File: config.mk
export PLATFORM = sky130hd
export DESIGN_NAME = prog_loader
export DESIGN_NICKNAME = d
export VERILOG_FILES = /design/src/rtl/prog_loader_pkg.sv /design/src/rtl/prog_loader.sv
export SDC_FILE = /design/constraint.sdc
export NUM_CORES = 1
export LEC_CHECK = 0
export ABC_AREA = 0
export CORE_ASPECT_RATIO = 2
export CORE_MARGIN = 1.5
export CORE_UTILIZATION = 50
export DETAILED_ROUTE_END_ITERATION = 12
export PLACE_DENSITY = 0.71
export SLEW_MARGIN = 0
export SYNTH_ARGS = -nofsm -noshare
export SYNTH_HDL_FRONTEND = slang
export SYNTH_SLANG_ARGS = --single-unit
File: constraint.sdc
create_clock -name clk -period 6.35 [get_ports clk]
set_clock_uncertainty 0.2 [all_clocks]
set_input_delay 1.27 -clock clk [delete_from_list [all_inputs] [get_ports clk]]
set_output_delay 1.27 -clock clk [all_outputs]
set_load 0.01 [all_outputs]
File: src/rtl/prog_loader_pkg.sv
// Shared definitions for the program loader: FSM encoding, RAM geometry and
// state-class helpers used to derive the registered handshake/status outputs.
package prog_loader_pkg;

  localparam int WORD_W = 16;
  localparam int ADDR_W = 16;

  typedef enum logic [2:0] {
    S_IDLE    = 3'd0,
    S_LEN_HI  = 3'd1,
    S_LEN_LO  = 3'd2,
    S_DATA_HI = 3'd3,
    S_DATA_LO = 3'd4,
    S_WRITE   = 3'd5,
    S_DONE    = 3'd6,
    S_ERROR   = 3'd7
  } state_e;

  // States in which a byte may be taken from the stream.
  function automatic logic accepts_byte(input state_e s);
    logic r;
    case (s)
      S_LEN_HI, S_LEN_LO, S_DATA_HI, S_DATA_LO: r = 1'b1;
      default:                                  r = 1'b0;
    endcase
    return r;
  endfunction

  // States that make up an active load frame (core held in reset, busy high).
  function automatic logic in_frame(input state_e s);
    logic r;
    case (s)
      S_LEN_HI, S_LEN_LO, S_DATA_HI, S_DATA_LO, S_WRITE: r = 1'b1;
      default:                                           r = 1'b0;
    endcase
    return r;
  endfunction

endpackage

File: src/rtl/prog_loader.sv
// Byte-stream program loader: assembles big-endian 16-bit words, writes them
// into fake_ram from BASE_ADDR upward and holds the core in reset meanwhile.
module prog_loader
  import prog_loader_pkg::*;
#(
  parameter logic [ADDR_W-1:0] BASE_ADDR = 16'h0000,
  parameter int                MAX_WORDS = 256
) (
  input  logic              clk,
  input  logic              reset,
  input  logic              start,
  input  logic              in_valid,
  input  logic [7:0]        in_data,
  output logic              in_ready,
  output logic              ram_we,
  output logic [ADDR_W-1:0] ram_addr,
  output logic [WORD_W-1:0] ram_dataI,
  output logic              cpu_reset,
  output logic              busy,
  output logic              done,
  output logic              err,
  output logic [15:0]       word_count
);

  localparam logic [16:0] MAX_LEN = 17'(MAX_WORDS);

  state_e            state_q, state_d;
  logic [15:0]       len_q, len_d;
  logic [15:0]       index_q, index_d;
  logic [7:0]        hi_q, hi_d;
  logic              in_ready_q, in_ready_d;
  logic              ram_we_q, ram_we_d;
  logic [ADDR_W-1:0] ram_addr_q, ram_addr_d;
  logic [WORD_W-1:0] ram_dataI_q, ram_dataI_d;
  logic              cpu_reset_q, cpu_reset_d;
  logic              busy_q, busy_d;
  logic              done_q, done_d;
  logic              err_q, err_d;
  logic [15:0]       word_count_q, word_count_d;
  logic              accept;
  logic [15:0]       len_full;

  assign accept   = in_valid & in_ready_q;
  assign len_full = {len_q[15:8], in_data};

  // Next-state logic; status outputs are derived from the next state so they
  // are registered yet line up with the state they describe.
  always_comb begin
    state_d      = state_q;
    len_d        = len_q;
    index_d      = index_q;
    hi_d         = hi_q;
    ram_addr_d   = ram_addr_q;
    ram_dataI_d  = ram_dataI_q;
    word_count_d = word_count_q;

    case (state_q)
      S_IDLE, S_ERROR: begin
        if (start) begin
          state_d      = S_LEN_HI;
          word_count_d = 16'd0;
          index_d      = 16'd0;
        end else begin
          state_d = state_q;
        end
      end
      S_LEN_HI: begin
        if (accept) begin
          len_d[15:8] = in_data;
          state_d     = S_LEN_LO;
        end else begin
          state_d = S_LEN_HI;
        end
      end
      S_LEN_LO: begin
        if (accept) begin
          len_d = len_full;
          if (len_full == 16'd0) begin
            state_d = S_DONE;
          end else if ({1'b0, len_full} > MAX_LEN) begin
            state_d = S_ERROR;
          end else begin
            state_d = S_DATA_HI;
          end
        end else begin
          state_d = S_LEN_LO;
        end
      end
      S_DATA_HI: begin
        if (accept) begin
          hi_d    = in_data;
          state_d = S_DATA_LO;
        end else begin
          state_d = S_DATA_HI;
        end
      end
      S_DATA_LO: begin
        if (accept) begin
          ram_dataI_d = {hi_q, in_data};
          ram_addr_d  = BASE_ADDR + index_q;
          state_d     = S_WRITE;
        end else begin
          state_d = S_DATA_LO;
        end
      end
      S_WRITE: begin
        index_d      = index_q + 16'd1;
        word_count_d = word_count_q + 16'd1;
        if (index_q + 16'd1 == len_q) begin
          state_d = S_DONE;
        end else begin
          state_d = S_DATA_HI;
        end
      end
      S_DONE: begin
        state_d = S_IDLE;
      end
      default: begin
        state_d = S_IDLE;
      end
    endcase

    in_ready_d  = accepts_byte(state_d);
    busy_d      = in_frame(state_d);
    cpu_reset_d = in_frame(state_d) | (state_d == S_ERROR);
    ram_we_d    = (state_d == S_WRITE);
    done_d      = (state_d == S_DONE);
    err_d       = (state_d == S_ERROR);
  end

  // State and output registers with synchronous reset.
  always_ff @(posedge clk) begin
    if (reset) begin
      state_q      <= S_IDLE;
      len_q        <= 16'd0;
      index_q      <= 16'd0;
      hi_q         <= 8'd0;
      in_ready_q   <= 1'b0;
      ram_we_q     <= 1'b0;
      ram_addr_q   <= BASE_ADDR;
      ram_dataI_q  <= 16'd0;
      cpu_reset_q  <= 1'b0;
      busy_q       <= 1'b0;
      done_q       <= 1'b0;
      err_q        <= 1'b0;
      word_count_q <= 16'd0;
    end else begin
      state_q      <= state_d;
      len_q        <= len_d;
      index_q      <= index_d;
      hi_q         <= hi_d;
      in_ready_q   <= in_ready_d;
      ram_we_q     <= ram_we_d;
      ram_addr_q   <= ram_addr_d;
      ram_dataI_q  <= ram_dataI_d;
      cpu_reset_q  <= cpu_reset_d;
      busy_q       <= busy_d;
      done_q       <= done_d;
      err_q        <= err_d;
      word_count_q <= word_count_d;
    end
  end

  assign in_ready   = in_ready_q;
  assign ram_we     = ram_we_q;
  assign ram_addr   = ram_addr_q;
  assign ram_dataI  = ram_dataI_q;
  assign cpu_reset  = cpu_reset_q;
  assign busy       = busy_q;
  assign done       = done_q;
  assign err        = err_q;
  assign word_count = word_count_q;

endmodule

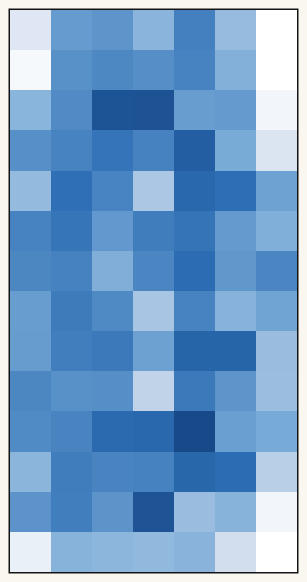
util_map.png
The die is cut into 7 by 14 equal tiles; white is low, dark blue is high, 0 to 100% covered.
The fullest tile reaches 90%. The mean over all tiles is 55%. 3.1% of the tiles are nearly empty. 13% of the tiles are over 75% full.

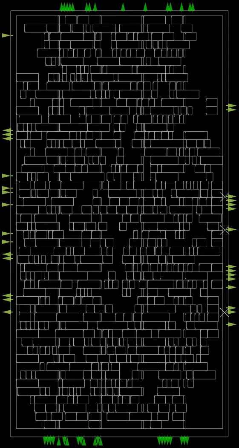
placed.png
register share of the cell area: 34.3%
Well Taps: 104
Placeable Area: 9260 µm²
Final Util: 61.2%
row cnt: 50

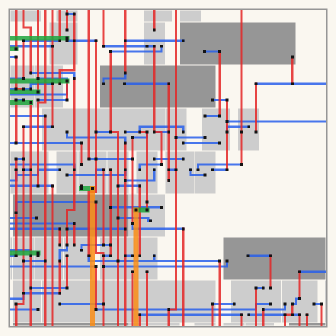
closeup.png
Region (44, 95) to (64, 115) µm. Cells in gray, sequential cells in the stronger gray; small squares are vias.
Blue stands for M1. Green stands for M3. Orange stands for M4. Red stands for M2.
Most frequent: nand2_1 (7), a21oi_1 (4), dfxtp_1 (4). Netlist names of flops here include `ram_addr` (2). 29 logic cells have their middle in the window. Sequential cells in the window: 4.

==> results.cfg <==
; yosys + openroad results
[status]
status = finished with violations
violations = DRC

[layout]
logic_area_um2 = 2580
finalNonFillerCells = 727
clkbuf_count = 10
clk_share_pct = 5.61
final_cell_mix = nand2_1, dfxtp_1, nor2_1, a21oi_1, clkdlybuf4s50_1
nonClkBufAreaFrac_pct = 12.1
dominant_cells = combinational gates
drive_gt1_share_pct = 7.22
comb-cell-share_pct = 45.5
seq_cells = 97
num_antenna_cells = 0
fin_nets = 633
logic_gate_count = 436
fillers = 862
seq_area_um2 = 1940

[pwr]
p_sw_uw = 268
p_seq_uw = 618
total_power_uw = 1260
pg_clk_uw = 577
ir_drop_mv = 0.185
combinationalPower_uw = 62.5
sw_frac_of_total_pct = 21.3
total_leakage_power_uw = 0.00186
powerDensity_nw_per_um2 = 222
pwr-share-comb_pct = 5.0
internal_power_uw = 989
seqPwrFrac_pct = 49.1
maxPowerGroup = registers
pwr-share-clk_pct = 45.9

[yosys]
muxShareOfSynthArea_pct = 5.33
syn_inst = 580
syn-cell-area_um2 = 4720
synthArstFlopShare_pct = 0
simple_gate_area_share_pct = 29.2
enable_flop_cells = 0
synth.cellmix.compoundShare_pct = 15.4
syn_avg_cell_area_um2 = 8.14
ys_top_logic_family = simple AND/OR/NAND/NOR gates
yosysTopAreaCell = dfxtp_1
ys_area_um2 = 4720
ys_sh_adder_pct = 0.530
ys_dominant_reg_cell = dfxtp_1
common_cells = dfxtp_1, nand2_1, nor2_1
ys_seq_share_pct = 41.1
ys_ff = 97
synth_cell_type_count = 60
ys_cells = 580
ys_warn_count = 0

[floorplanning]
io_pins = 66
die-height_um = 140
fp_util_pct = 51.0
die_area_um2 = 10100
chipWidth_um = 71.7

[detailed_routing]
routed_wl_um = 12200
avgViaCountPerCell = 5.91
wl_per_cell_um = 16.8
drt-pass1-iter-count = 11
drt_iter0_drc = 202
drt-met1-wl_um = 4530
met2_length_um = 6810
ant_nets = 0
vias = 4294
dr_wl_met3_um = 417
drc = 3

[final_timing]
setup_tns_ns = 0
final.min_clock_period_ns = 3.77
fmax_ghz = 0.265
rsz0062_at_grt = no
max-slew-margin-rel_pct = 17.1
finalSetupViolCount = 0
hold_viol = 0
worstMarginPinSlew_ns = 1.24
fin_crit_sh_pct = 59.3
drv_slew = 0
whs_ns = 0.252

[clock_tree]
post_cts_buffers = 0
cts-htree-levels = 3
hold_buffers = 0
cts_resized = 0
cts_tree = built
cts_root_buf = clkbuf_16
clock_latency_ns = 0.34
cts_made_buffers = 9
numClockSinks = 97
cts.reportedPaths.clkPinSlew_ns = 0.06

[worst_setup_path]
crit_path_max_incr_delay_ns = 1.09
cp_data_arrival_time_ns = 3.82
cpLargestDelayFamily = simple AND/OR/NAND/NOR gates
cp.required_ns = 6.40
endpoint_kind = register
crit_path_cell_trace = clkdlybuf4s50_1, nand2_1, nor4b_2, a21o_1, nor2_1, and3_1, a211oi_1
rr_worst_depth = 7
path_class = input pin to register
slowest_stage = nor4b_2
reg2reg_from = index_q[4]
rr_endpoint = done
startpoint = in_valid
critPathMaxFanout = 9
rrSetupSlack_ns = 3.49
crit_buf_inv = 1

[placed_design]
port_buffers = 65
dpl_cell_area_um2 = 5350
pre_cts_slack_ns = 2.22
gp_congestion = 0.873
place_inst = 712
hpwl_um = 8920

[global_routing]
grt_max_degree = 59
grtUsageMet2_pct = 45.8
grt_use_met3_pct = 3.53
grt_pass1_wl_um = 20200
grt.overflow.total = 0
grt_pass1_vias = 4174
grt_use_met1_pct = 26.6
antenna_found_initial = 0

[run]
drv_cap = 0
openroad.warnings = 26

[min_path]
hp-start = ram_dataI[1]
hold_path_end = ram_dataI[1]
worstHoldPathType = register to register
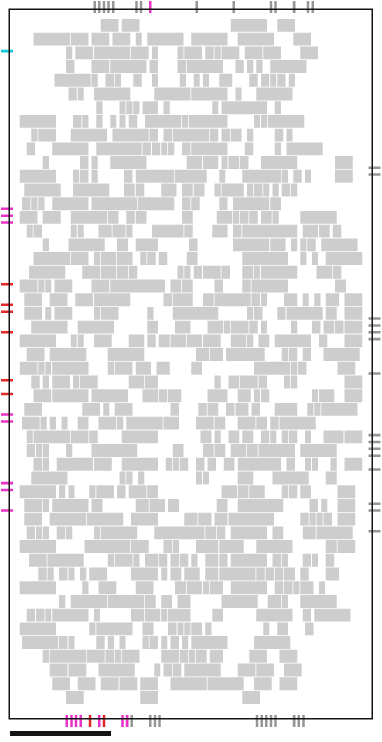
pinout.png
Bar = 20 µm. Pins as bars across the die edge, other pins in gray.
Cyan stands for `clk`, pins 1, direction input, edge west. Magenta stands for `ram_dataI`, pins 16, direction output, edge 8 west, 7 south, 1 north. Red stands for `in_data`, pins 8, direction input, edge 6 west, 2 south.

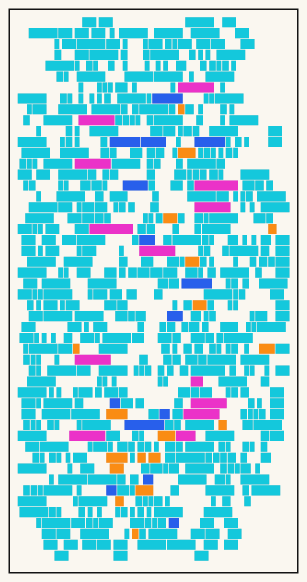
sizing.png
Cyan stands for x1 and smaller, cells 578, share 93%. Orange stands for x2, cells 18, share 2.9%. Blue stands for x3 and x4, cells 14, share 2.2%, most used buf_4. Magenta stands for x6 and larger, cells 13, share 2.1%, most used clkbuf_16.
Synth-to-Final Area Change: 20.1%
Buffers, non-clock: 70
post-route setup slack: 2.58 ns
Final Cell Area: 5670 µm²

Power and IR drop assume default switching activity.
